**config.mk**
```make
export PLATFORM = sky130hd
export DESIGN_NAME = crash_course_io_out_serializer
export DESIGN_NICKNAME = d
export VERILOG_FILES = /design/src/rtl/crash_course_io_out_serializer.sv
export SDC_FILE = /design/constraint.sdc
export NUM_CORES = 1
export LEC_CHECK = 0
export ABC_AREA = 1
export CAP_MARGIN = 10
export CORE_ASPECT_RATIO = 0.9
export CORE_MARGIN = 2
export CORE_UTILIZATION = 49
export CTS_BUF_LIST = sky130_fd_sc_hd__clkbuf_16
export DETAILED_ROUTE_END_ITERATION = 6
export GPL_ROUTABILITY_DRIVEN = 1
export PLACE_DENSITY = 0.77
export SETUP_SLACK_MARGIN = 0.15
export SLEW_MARGIN = 20
export SYNTH_ARGS = -nofsm -noshare
export SYNTH_HDL_FRONTEND = slang
export SYNTH_SLANG_ARGS = --single-unit
```
**constraint.sdc**
```tcl
create_clock -name clk -period 6.6 [get_ports clk]
set_input_delay 1.32 -clock clk [delete_from_list [all_inputs] [get_ports clk]]
set_output_delay 1.32 -clock clk [all_outputs]
set_load 0.03 [all_outputs]
```
**src/rtl/crash_course_io_out_serializer.sv**
```systemverilog
// Captures 16-byte CPU output frames into a small buffer and drains them as a
// valid/ready byte stream with an idle gap between frames.
// Optional: CRASH_COURSE_IO_SERIALIZER_DROP_COUNT_EN enables the drop counter.
module crash_course_io_out_serializer #(
  parameter int unsigned FRAME_DEPTH = 2,
  parameter int unsigned GAP_CYCLES  = 4
) (
  input  logic                               clk,
  input  logic                               async_rst_n,
  input  logic                               clk_en,
  input  logic [15:0][7:0]                   io_out,
  input  logic                               io_write_en,
  output logic                               io_write_stall,
  output logic                               byte_valid,
  input  logic                               byte_ready,
  output logic [7:0]                         byte_data,
  output logic                               byte_last,
  output logic [$clog2(FRAME_DEPTH):0]       frames_pending,
  output logic [7:0]                         drop_count
);

  localparam int unsigned PTR_W = $clog2(FRAME_DEPTH);
  localparam int unsigned CNT_W = PTR_W + 1;
  localparam int unsigned GAP_W = (GAP_CYCLES < 2) ? 1 : $clog2(GAP_CYCLES + 1);

  typedef enum logic [1:0] {
    IDLE   = 2'd0,
    STREAM = 2'd1,
    GAP    = 2'd2
  } state_t;

  state_t                 state, state_nxt;
  logic [GAP_W-1:0]       gap_cnt, gap_nxt;
  logic [PTR_W-1:0]       wr_ptr, rd_ptr;
  logic [CNT_W-1:0]       pending;
  logic [3:0]             byte_idx;
  logic [15:0][7:0]       mem [FRAME_DEPTH];

  logic full, capture, xfer, pop;

  assign full           = (pending == CNT_W'(FRAME_DEPTH));
  assign capture        = clk_en & io_write_en & ~full;
  assign byte_valid     = (state == STREAM);
  assign xfer           = clk_en & byte_valid & byte_ready;
  assign pop            = xfer & (byte_idx == 4'd15);
  assign io_write_stall = full;
  assign frames_pending = pending;
  assign byte_data      = byte_valid ? mem[rd_ptr][byte_idx] : 8'd0;
  assign byte_last      = byte_valid & (byte_idx == 4'd15);

  // State and gap counter register
  always_ff @(posedge clk or negedge async_rst_n) begin
    if (!async_rst_n) begin
      state   <= IDLE;
      gap_cnt <= '0;
    end else begin
      state   <= state_nxt;
      gap_cnt <= gap_nxt;
    end
  end

  // Next-state: a capture in IDLE starts streaming on the same edge
  always_comb begin
    state_nxt = state;
    gap_nxt   = gap_cnt;
    if (clk_en) begin
      case (state)
        IDLE: begin
          if ((pending != '0) || capture) state_nxt = STREAM;
        end
        STREAM: begin
          if (pop) begin
            gap_nxt   = GAP_W'(GAP_CYCLES);
            state_nxt = (GAP_CYCLES == 0) ? IDLE : GAP;
          end
        end
        GAP: begin
          gap_nxt = gap_cnt - GAP_W'(1);
          if (gap_cnt <= GAP_W'(1)) state_nxt = IDLE;
        end
        default: state_nxt = IDLE;
      endcase
    end
  end

  // Buffer pointers, occupancy and byte index
  always_ff @(posedge clk or negedge async_rst_n) begin
    if (!async_rst_n) begin
      wr_ptr   <= '0;
      rd_ptr   <= '0;
      pending  <= '0;
      byte_idx <= '0;
    end else if (clk_en) begin
      if (capture) wr_ptr <= wr_ptr + PTR_W'(1);
      if (pop)     rd_ptr <= rd_ptr + PTR_W'(1);
      case ({capture, pop})
        2'b10:   pending <= pending + CNT_W'(1);
        2'b01:   pending <= pending - CNT_W'(1);
        default: pending <= pending;
      endcase
      if (xfer) byte_idx <= byte_idx + 4'd1;
    end
  end

  // Frame storage needs no reset; pointers define what is valid
  always_ff @(posedge clk) begin
    if (capture) mem[wr_ptr] <= io_out;
  end

`ifdef CRASH_COURSE_IO_SERIALIZER_DROP_COUNT_EN
  logic [7:0] drop_q;

  always_ff @(posedge clk or negedge async_rst_n) begin
    if (!async_rst_n) begin
      drop_q <= '0;
    end else if (clk_en && io_write_en && full && (drop_q != 8'hff)) begin
      drop_q <= drop_q + 8'd1;
    end
  end

  assign drop_count = drop_q;
`else
  assign drop_count = 8'd0;
`endif

endmodule
```
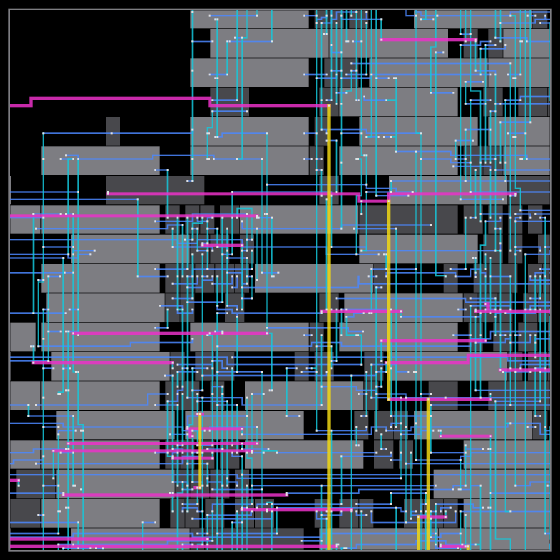
**Above:** layout detail.
Region (16, 85) to (66, 135) µm. Cells in gray, sequential cells in the stronger gray; small squares are vias.
Key: M4 = yellow; M2 = cyan; M1 = blue; M3 = magenta
Sequential cells in the window: 43. Netlist names of flops here include mem (43). Most frequent: edfxtp_1 (43), nand2_1 (42), nand3_1 (28). 142 logic cells have their middle in the window.

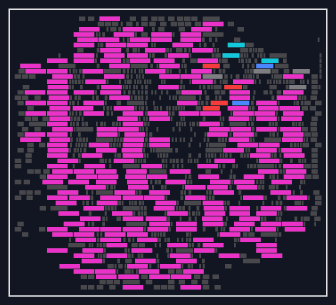
**Above:** sequential cells colored by netlist name.
Key: gap_cnt = cyan [placed flops 3]; state = blue [placed flops 2]; mem = magenta [placed flops 256, where widely spread]; byte_idx = red [placed flops 4]
Another 4 sequential cells are not colored.
Seq power: 2.28 mW
register area: 8020 µm²
sequential cell area share: 59.3%
Core Util, Final: 60.2%

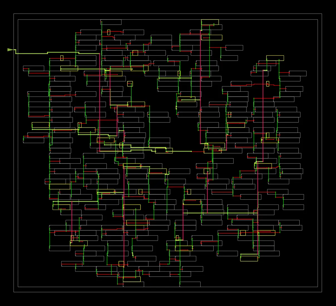
**Above:** clock routing.
tally of clock buffers in the finished layout: 27
clk sinks: 269
Worst Clk Skew: 13.7 ps
layout sequential cell count: 269
Clock Power: 1.47 mW

final cells by class:
cell class                 instances  area share, %
tap                              297           2.75
clock buffer                      27           5.00
multi-input combinational        617           19.8
timing repair buffer             154           11.3
sequential                       269           59.3
inverter                          17          0.509
clock inverter                    21           1.34
worst min-delay path, cell delays in order, from the launching register on:
cell and delay [ps]:
sky130_fd_sc_hd__dfrtp_1 350, sky130_fd_sc_hd__nand2_1 50, sky130_fd_sc_hd__o21ai_0 70
Yosys cell counts:
cell	count
sky130_fd_sc_hd__o21ai_0	21
sky130_fd_sc_hd__xor2_1	6
sky130_fd_sc_hd__edfxtp_1	256
sky130_fd_sc_hd__buf_1	2
sky130_fd_sc_hd__buf_4	22
sky130_fd_sc_hd__inv_4	1
sky130_fd_sc_hd__nor2_2	1
sky130_fd_sc_hd__o21ai_1	10
sky130_fd_sc_hd__clkbuf_1	1
sky130_fd_sc_hd__nand3_1	176
sky130_fd_sc_hd__nand4_1	1
sky130_fd_sc_hd__buf_6	16
sky130_fd_sc_hd__a21oi_1	4
sky130_fd_sc_hd__and3b_1	1
sky130_fd_sc_hd__buf_2	21
sky130_fd_sc_hd__conb_1	1
sky130_fd_sc_hd__o22ai_1	1
sky130_fd_sc_hd__inv_1	12
sky130_fd_sc_hd__nand2_1	324
sky130_fd_sc_hd__dfrtp_1	13
sky130_fd_sc_hd__clkinv_1	3
sky130_fd_sc_hd__inv_2	1
sky130_fd_sc_hd__nor2_1	59
sky130_fd_sc_hd__ha_1	4
sky130_fd_sc_hd__or2_2	1
stage by stage:
| stage | std cells | hold slack (ps) | area (µm²) | utilization [%] |
|---|---|---|---|---|
| global route | 1402 | 519 | 13500 | 60.2 |
| detailed placement | 1354 | 502 | 12700 | 56.4 |
| CTS | 1402 | 516 | 13500 | 60.2 |
| global placement | 1354 | 473 | 12700 | 56.4 |
| floorplan | 965 | 453 | 11200 | - |
| finish | 1402 | 507 | 13500 | 60.2 |
metal layers:
| metal | wire length (µm) | GRT usage [%] |
|---|---|---|
| met5 | 0 | 0 |
| met4 | 615 | 5.09 |
| met1 | 10700 | 31.0 |
| met3 | 2230 | 3.11 |
| met2 | 12400 | 34.7 |
cells by family after synthesis:
group           Yosys count  share of synthesized area, %
buf+inv                  79                          4.73
flops                   269                          71.7
other cells               1                        0.0336
xor+xnor                  6                         0.470
simple gates            563                          21.0
fa+ha+maj                 4                         0.448
compound gates           36                          1.62
path summary, 6_finish.rpt:
path	to	cells past startpoint	slack, ps
min	gap_cnt[1]	2	510
max	byte_data[3]	11	1300
min reg2reg	gap_cnt[1]	2	510
min in group asynchronous	frames_pending[0]	1	1170
max in group asynchronous	rd_ptr	1	4960
max reg2reg	frames_pending[1]	11	3790
state kept, by name (all words and copies together), names as in the netlist:
register	cells
state	2
rd_ptr	1
frames_pending	2
wr_ptr	1
gap_cnt	3
mem	256
byte_idx	4
power groups by stage:
stage,Combinational [mW],Sequential (mW),Clock [mW]
CTS,1.89,2.28,1.49
global placement,1.85,2.30,0
detailed placement,1.88,2.31,0
global route,2.10,2.30,1.54
finish,1.88,2.28,1.47
floorplan,1.46,2.25,0
==> metrics.sh <==
OUTCOME='complete, no violations'
MAX-VDD-IR-DROP_mV=0.218
I_O_PIN_COUNT=154
POWERDENSITY_nW_PER_UM2=416
DIE-WIDTH_UM=163
POSTCTSHOLDBUFS=0
GRT_FIRST_PASS_WIRELENGTH_UM=39700
FINAL_MIN_PERIOD_OVER_CLOCK_PERIOD_PCT=80.3
SWITCHINGPOWER_mW=2.05
WORSTSKEWPAIRLATENCY_PS=540
MOST_COMMON_CELL_AFTER_LAYOUT_FILL_AND_TAPS_ASIDE='sky130_fd_sc_hd__nand2_1'
WORSTHOLDSTART='gap_cnt[1]'
NETLIST_AREA_UM2=11200
POWER.COMBINATIONAL.FRACTION_PCT=33.4
SYNTH-CELLS-YOSYS=958
SYNTH.LIB_CELLS_USED.DISTINCT=25
WORST_SLEW_PIN_TRAN_PS=1090
FLOORPLAN_DIE_HEIGHT_UM=147
CORE_REGION_AREA_UM2=22400
DETAILEDROUTE.FIRSTITERATIONVIOLATIONS=834
FINAL-MAX-SLEW-VIOLATION-COUNT=0
DRT_DRC_VIOLATIONS_LEFT=0
CTS_TREE='yes'
FP.DIEAREA_UM2=24000
GLOBAL_ROUTE.USAGE.TOTAL_PCT=21.5
TIGHTEST_HOLD_CHECK_TYPE='flop to flop'
FINAL_NET_COUNT=1223
NUMBER_OF_CORE_ROWS=52
STARTPOINT_TYPE='flop'
VIAS=7584
FINAL_PERIOD_MINUS_WORST_SETUP_SLACK_PS=5300
CTS_REPAIR_RESIZE_COUNT=0
MAXIMUM_NUMBER_OF_PINS_ON_ONE_NET_BEFORE_GLOBAL_ROUTE_REPAIR=130
CLKSLEWWORSTSETUPHOLDPATHS_PS=60
CRITICAL-PATH-TOP-DELAY-FAMILY='buffers and inverters'
CP.BUFFERS_INVERTERS=3
AREA_DELTA_SYNTH_FINAL_PCT=21.0
SYNTH_AREA_LEADER_CELL='sky130_fd_sc_hd__edfxtp_1'
COUNT_OF_INPUT_AND_OUTPUT_BUFFERS=145
WIRELENGTH_UM=26000
CTS_BUFFER_DEPTH=3
POSTSYNTHREGISTERBITS=269
AREA.COMBINATIONAL_UM2=2680
MAXSLEWHEADROOM_PCT=27.2
MAX_CLK_RATE_GHz=0.189
Power is estimated from default activity; no workload was simulated.
